$ cat src/rtl/fpga_bus_master.sv
// fpga_bus_master: byte-wide command master for the FPGA slave bus.
// Generates a continuous bus_clk from clk_in (CLK_DIV cycles low, then
// CLK_DIV high). Each command starts with a one-bus-cycle sync
// (edge 0), followed by per-command write or read bytes.
// Ports:
//   clk_in, rst_n              clock, async active-low reset
//   cmd_valid/cmd_ready        command handshake; cmd_code, wr_data payload
//   rd_data, rd_valid, cmd_err result, one-cycle pulse at completion
//   bus_clk, bus_sync          slave bus clock and DATA_SYNC
//   bus_data_out/_oe/_in       byte bus, external tristate
// Optional feature: define BUS_TEST_CHECK_EN to flag a bus-test echo mismatch.
//
// state | meaning
// IDLE  | ready for a command, bus_clk free-running
// SYNC  | waiting for low-phase boundary, then one sync bus cycle
// XFER  | write/read bytes, one per bus edge
// DONE  | one cycle, rd_valid pulse
module fpga_bus_master #(
  parameter int CLK_DIV = 4
) (
  input  logic        clk_in,
  input  logic        rst_n,
  input  logic        cmd_valid,
  output logic        cmd_ready,
  input  logic [2:0]  cmd_code,
  input  logic [63:0] wr_data,
  output logic [63:0] rd_data,
  output logic        rd_valid,
  output logic        cmd_err,
  output logic        bus_clk,
  output logic        bus_sync,
  output logic [7:0]  bus_data_out,
  output logic        bus_data_oe,
  input  logic [7:0]  bus_data_in
);

  localparam logic [7:0] DIV_LOAD = 8'(CLK_DIV - 1);

  typedef enum logic [1:0] {IDLE, SYNC, XFER, DONE} state_t;

  state_t      state, state_nx;
  logic [7:0]  div_cnt;
  logic [2:0]  cmd_lat;
  logic [63:0] wr_sh;
  logic [55:0] rx_sh;
  logic [3:0]  byte_cnt;
  logic        end_high, rise;
  logic [3:0]  n_edges;
  logic        drives_bus, samples_bus, last_edge;
  logic [63:0] rx_next, rd_next;
  logic [6:0]  rd_shift;
  logic        err_next;

  function automatic logic [3:0] edges_of(input logic [2:0] c);
    case (c)
      3'd0:    return 4'd1;
      3'd1:    return 4'd8;
      3'd2:    return 4'd5;
      3'd3:    return 4'd4;
      3'd4:    return 4'd8;
      default: return 4'd0;
    endcase
  endfunction

  // bus_clk divider: down-counter, phase flips at terminal count
  always_ff @(posedge clk_in or negedge rst_n) begin
    if (!rst_n) begin
      div_cnt <= DIV_LOAD;
      bus_clk <= 1'b0;
    end else if (div_cnt == 8'd0) begin
      div_cnt <= DIV_LOAD;
      bus_clk <= ~bus_clk;
    end else begin
      div_cnt <= div_cnt - 8'd1;
    end
  end

  // end_high: last clock of a high phase; registered drive values
  // updated here appear on the first clock of the next low phase.
  assign end_high    = bus_clk && (div_cnt == 8'd0);
  assign rise        = !bus_clk && (div_cnt == 8'd0);
  assign n_edges     = edges_of(cmd_lat);
  assign drives_bus  = (cmd_lat == 3'd0) || (cmd_lat == 3'd1) || (cmd_lat == 3'd3);
  assign samples_bus = (cmd_lat == 3'd0) || (cmd_lat == 3'd2) || (cmd_lat == 3'd4);
  assign last_edge   = (byte_cnt == n_edges);
  assign rx_next     = {rx_sh, bus_data_in};
  // left-justify the received bytes so byte 0 lands in [63:56]
  assign rd_shift    = {4'd8 - n_edges, 3'b000};
  assign rd_next     = samples_bus ? (rx_next << rd_shift) : 64'd0;

`ifdef BUS_TEST_CHECK_EN
  logic [7:0] wr_b0;
  assign err_next = (cmd_lat == 3'd0) && (bus_data_in != wr_b0);
`else
  assign err_next = 1'b0;
`endif

  always_ff @(posedge clk_in or negedge rst_n) begin
    if (!rst_n) state <= IDLE;
    else        state <= state_nx;
  end

  always_comb begin
    state_nx  = state;
    cmd_ready = 1'b0;
    rd_valid  = 1'b0;
    case (state)
      IDLE: begin
        cmd_ready = 1'b1;
        if (cmd_valid) state_nx = (cmd_code == 3'd7) ? DONE : SYNC;
      end
      SYNC: if (end_high && bus_sync) state_nx = (n_edges == 4'd0) ? DONE : XFER;
      XFER: if (end_high && last_edge) state_nx = DONE;
      DONE: begin
        rd_valid = 1'b1;
        state_nx = IDLE;
      end
      default: state_nx = IDLE;
    endcase
  end

  always_ff @(posedge clk_in or negedge rst_n) begin
    if (!rst_n) begin
      cmd_lat      <= 3'd0;
      wr_sh        <= 64'd0;
      rx_sh        <= 56'd0;
      byte_cnt     <= 4'd0;
      bus_sync     <= 1'b0;
      bus_data_out <= 8'd0;
      bus_data_oe  <= 1'b0;
      rd_data      <= 64'd0;
      cmd_err      <= 1'b0;
`ifdef BUS_TEST_CHECK_EN
      wr_b0        <= 8'd0;
`endif
    end else begin
      case (state)
        IDLE: if (cmd_valid) begin
          cmd_lat  <= cmd_code;
          wr_sh    <= wr_data;
          rx_sh    <= 56'd0;
          byte_cnt <= 4'd0;
`ifdef BUS_TEST_CHECK_EN
          wr_b0    <= wr_data[63:56];
`endif
          if (cmd_code == 3'd7) begin
            rd_data <= 64'd0;
            cmd_err <= 1'b1;
          end
        end
        SYNC: if (end_high) begin
          if (!bus_sync) begin
            bus_sync     <= 1'b1;
            bus_data_out <= {5'b0, cmd_lat};
            bus_data_oe  <= 1'b1;
          end else begin
            bus_sync <= 1'b0;
            if (n_edges == 4'd0) begin
              bus_data_out <= 8'd0;
              bus_data_oe  <= 1'b0;
              rd_data      <= 64'd0;
              cmd_err      <= 1'b0;
            end else begin
              bus_data_oe  <= drives_bus;
              bus_data_out <= drives_bus ? wr_sh[63:56] : 8'd0;
              wr_sh        <= {wr_sh[55:0], 8'd0};
            end
          end
        end
        XFER: begin
          if (rise) byte_cnt <= byte_cnt + 4'd1;
          if (end_high) begin
            if (samples_bus) rx_sh <= rx_next[55:0];
            if (last_edge) begin
              bus_data_out <= 8'd0;
              bus_data_oe  <= 1'b0;
              rd_data      <= rd_next;
              cmd_err      <= err_next;
            end else begin
              bus_data_out <= drives_bus ? wr_sh[63:56] : 8'd0;
              wr_sh        <= {wr_sh[55:0], 8'd0};
            end
          end
        end
        default: ;
      endcase
    end
  end

endmodule

$ cat config.mk
export PLATFORM = sky130hd
export DESIGN_NAME = fpga_bus_master
export DESIGN_NICKNAME = d
export VERILOG_FILES = /design/src/rtl/fpga_bus_master.sv
export SDC_FILE = /design/constraint.sdc
export NUM_CORES = 1
export LEC_CHECK = 0
export ABC_AREA = 1
export CELL_PAD_IN_SITES_DETAIL_PLACEMENT = 1
export CELL_PAD_IN_SITES_GLOBAL_PLACEMENT = 1
export CORE_UTILIZATION = 36
export DETAILED_ROUTE_END_ITERATION = 12
export GPL_TIMING_DRIVEN = 0
export PLACE_DENSITY = 0.8
export RECOVER_POWER = 25
export SETUP_SLACK_MARGIN = 0.1
export SLEW_MARGIN = 10
export SYNTH_ARGS = -nofsm -noshare
export SYNTH_HDL_FRONTEND = slang
export SYNTH_SLANG_ARGS = --single-unit
$ cat constraint.sdc
create_clock -name clk_in -period 2.4 [get_ports clk_in]
set_clock_uncertainty 0.15 [all_clocks]
set_input_delay 0.24 -clock clk_in [delete_from_list [all_inputs] [get_ports clk_in]]
set_output_delay 0.24 -clock clk_in [all_outputs]
set_load 0.1 [all_outputs]
Figure 1. Clock routing.
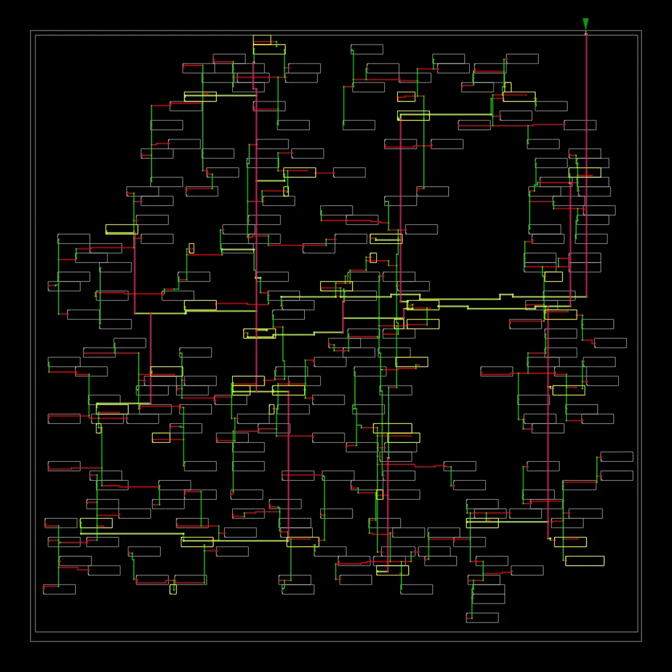
Clock Sinks: 213
seq_cells: 213
Clock net power: 3.96 mW

Figure 2. Metal 3.
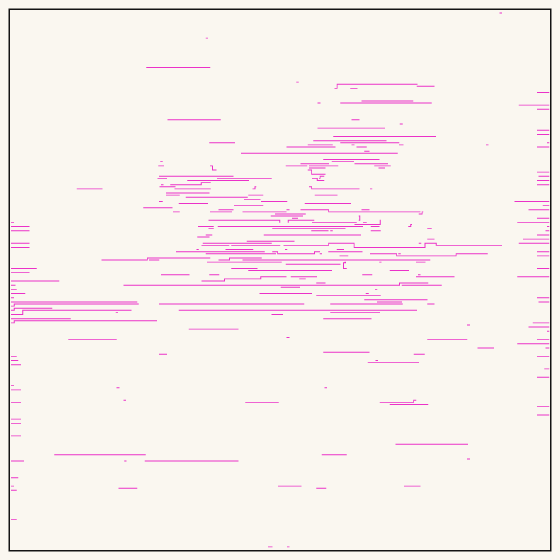
- longest straight run: 89.5 um
- nets with wire on the layer: 180
met3 Resource Use GR: 4.85%
vias post-DR: 10.9k
final WL: 40800 um

==> out/metrics.yaml <==
run_status:
  status: "finished, violations left"
  violations: "capacitance limit, slew limit, setup timing"
yosys:
  syn_inst: 1494
  ys_cells: 1494
  yosys.area.top_type: "dfrtp_1"
  synthFlopType: "dfrtp_1"
  most_common_cell: "nand2_1"
  postSynthSeqShare_pct: 49.3
  ys_ff: 213
  area_leaders: "dfrtp_1 (49%), nand2_1 (26%), nand4_1 (4.0%), o21ai_0 (3.9%), inv_1 (3.1%)"
  synthAdderAreaFrac_pct: 1.04
  ys_sh_simple_pct: 35.7
  synth.distinct_cells: 32
  logic_family: "simple AND/OR/NAND/NOR gates"
  compound_area_share_pct: 6.18
  edf_count: 0
  fp_nets: 1581
  netlist_area_um2: 10800
  yosys_warnings: 0
  mux_area_share_pct: 0
  yosysTopAreaCellShare_pct: 48.8
  ys_top_cells_by_count: "nand2_1 (736), dfrtp_1 (211), inv_1 (90), nor2_1 (90), o21ai_0 (84)"
  yosys_area_um2: 10800
  synthArstFlopShare_pct: 100
  ys_sh_xor_pct: 0.243
  avgSynthCellArea_um2: 7.25
detailed_routing:
  ant_nets: 0
  routedWlPerCell_um: 19.3
  drt_iter0_drc: 770
  drc: 0
  viasPerCell: 5.14
  dr.pass1.iters: 5
worst_setup_path:
  cpLargestDelayFamily: "buffers and inverters"
  crit_buf_inv: 5
  cp.arrival_ns: 2.77
  cp.depth: 14
  start_kind: "flop"
  cp-end-kind: "flop"
  r2r_cells: 14
  crit_type: "reg2reg"
  slowest_stage: "dfrtp_1"
  cp_max_fo: 7
  crit_chain: "inv_2 > nand2_8 > buf_12 > ha_4 > ha_4 > nand2_4 > a21oi_4 > buf_6 > nand2_8 > buf_12 > buf_8 > nor2_2 > nand4_1 > nand2_1"
  slowest_delay_ns: 0.43
floorplan:
  fp_util_pct: 36.5
  die_w_um: 175
  row_count: 63
  io_pins: 156
  fp.dieH_um: 175
  coreArea_um2: 29600
grt:
  antenna_found_initial: 0
  overflow: 0
  grt_pass1_vias: 11400
  grt_max_degree: 78
  grt_pass1_wl_um: 61400
  track_usage_pct: 25.3
place:
  place_congestion: 0.924
  placed_area_um2: 13000
  port_buffers: 155
  dp_hpwl_um: 27500
  dpl.cell_count: 2041
final_layout:
  fin_area_um2: 14700
  layout.cells.non_filler: 2114
  diodes: 0
  area_delta_synth_final_pct: 35.4
  drive_above_1_share_pct: 14.8
final_timing:
  fin_crit_sh_pct: 102
  worst_slack_ns: -0.0576
  final-hold-violation-count: 0
  slew_headroom_pct: -17.8
  fmax_mhz: 407
  drv_slew: 64
  min_period_ns: 2.46
  final-setup-viol-count: 18
  tightestPinTransition_ns: 1.77
  rsz0062_at_grt: "true"
pwr:
  power_switching_mw: 10.0
  p_leak_nw: 7.64
  p_comb_share_pct: 56.6
  clock_power_share_pct: 19.7
  power_density_nw_per_um2: 1370
  p_int_mw: 10.1
  ir_drop_mv: 0.572
worst_hold_path:
  hold_path_depth: 5
  min_path_type: "in2reg"
clock_network:
  htree_levels: 1
  insertion_delay_ns: 0.54
  clkTransAtPathRegs_ns: 0.06
  cts-buffers-inserted: 26
  cts_tree: "done"
  cts-root-buf: "clkbuf_16"
  clk_path_buf_depth: 3
run:
  maxCapViolations: 1
  log.warning_count: 33
Figure 3. M2 wires.
The bar under the picture is 50 um long.
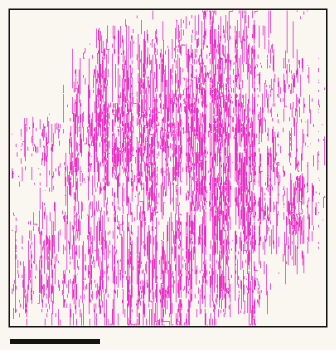
- nets with wire on the layer: 1495
- longest straight run: 62.7 um
met2 Usage GRT: 42.5%

Figure 4. Power grid.
The bar under the picture is 50 um long. Pins as bars on the die edge.
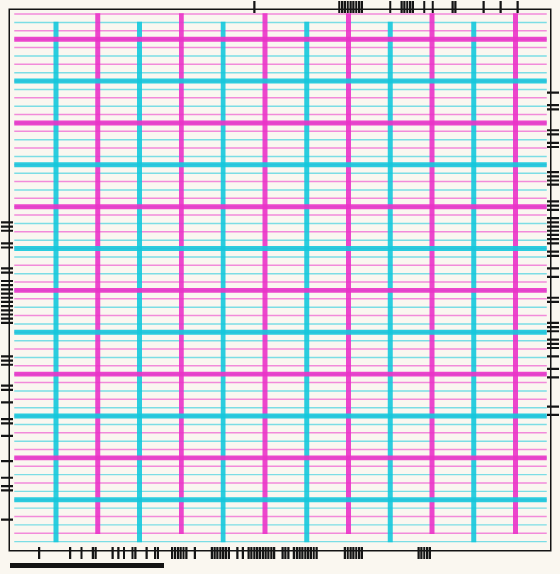
- magenta: VDD
- cyan: VSS
- met1 rails: 64
- rows: 63

registers in the layout (all words and copies together) (netlist names):
name	cells
bus_clk	1
bus_data_oe	1
bus_data_out	8
bus_sync	1
byte_cnt	4
cmd_err	1
cmd_lat	3
div_cnt	8
rd_data	64
rx_sh	56
state	2
wr_sh	64
per-stage QoR:
| step | setup TNS, ns | hold slack, ns | setup slack (ns) | power [mW] | utilization, % |
|---|---|---|---|---|---|
| floorplan | 0 | -0.206 | 0.0818 | 11.5 | - |
| CTS | 0 | 0.121 | 0.0855 | 19.1 | 47.8 |
| finish | -0.255 | 0.168 | -0.0576 | 20.1 | 49.4 |
| detailed placement | -47.66 | 0.0819 | -0.571 | 14.4 | 43.8 |
| global placement | -1805.24 | 0.296 | -8.33 | 14.1 | 43.6 |
| global route | -2.27 | 0.211 | -0.100 | 21.3 | 49.4 |
power groups by stage:
stage          Sequential [mW]  Combinational (mW)  Clock, mW
4_1_cts                   4.74                10.3       3.99
6_report                  4.76                11.4       3.96
2_1_floorplan             5.63                5.87          0
3_5_place_dp              4.80                9.62          0
5_1_grt                   4.84                12.3       4.13
3_3_place_gp              4.78                9.34          0
worst reg2reg max path: cells and delay by family (launching register included):
family | cells | cell delay [ns]
flops | 1 | 0.43
fa+ha+maj | 2 | 0.44
buf+inv | 5 | 0.69
simple gates | 6 | 0.51
compound gates | 1 | 0.16
logic make-up after synthesis:
kind of cell,after synthesis
buf+inv,189
flops,213
fa+ha+maj,9
compound gates,131
xor+xnor,3
simple gates,949
layout by cell type, fill, tap and decap left out, types with 8 or more instances in the layout:
| cell type | n |
|---|---|
| nand2_1 | 719 |
| dfrtp_1 | 210 |
| inv_1 | 85 |
| clkdlybuf4s50_1 | 76 |
| dlygate4sd2_1 | 75 |
| nand4_1 | 69 |
| nor2_1 | 63 |
| o21ai_0 | 58 |
| buf_4 | 36 |
| clkbuf_16 | 30 |
| a21oi_1 | 27 |
| nand3_1 | 26 |
| o21ai_1 | 25 |
| nor2_2 | 21 |
| buf_2 | 17 |
| clkbuf_2 | 17 |
| buf_6 | 16 |
| clkbuf_1 | 16 |
| nand2_4 | 13 |
| clkbuf_4 | 11 |
| nor2_4 | 9 |
| inv_2 | 9 |
| clkbuf_8 | 8 |
final cells by class:
class                      count  area, um^2
buffer                        91         677
clock buffer                  36         759
clock inverter                 7        87.6
fill                        3698       15000
inverter                      97         372
multi-input combinational   1093        5150
sequential                   213        5330
tap                          390         488
timing repair buffer         187        1780
worst paths after layout:
kind,end,slack [ns],from
min reg2reg,rd_data[44],0.32,rd_data[44]
max,rd_data[16],-0.06,cmd_lat[2]
max reg2reg,rd_data[16],-0.06,cmd_lat[2]
max in group asynchronous,div_cnt[1],0.34,rst_n
min in group asynchronous,rx_sh[1],0.56,rst_n
min,wr_sh[6],0.17,wr_data[6]
metal layers:
layer  GRT usage [%]  up-vias  wire length, um
li1                -     5115                -
met1            33.1     5290            17600
met2            42.5      364            19400
met3            4.85       98             2520
met4            7.39        0             1350
met5               0        -                0
repair_timing:
action                                  CTS  global route
endpoints found under the hold margin    71             0
pin swaps                                39            67
endpoints found under the setup margin  270           199
hold buffers                              1             0
resized                                 179           147
cloned                                    2             4
setup buffers                            13            11
No activity file was given, so power comes from the tool's default toggle rates.
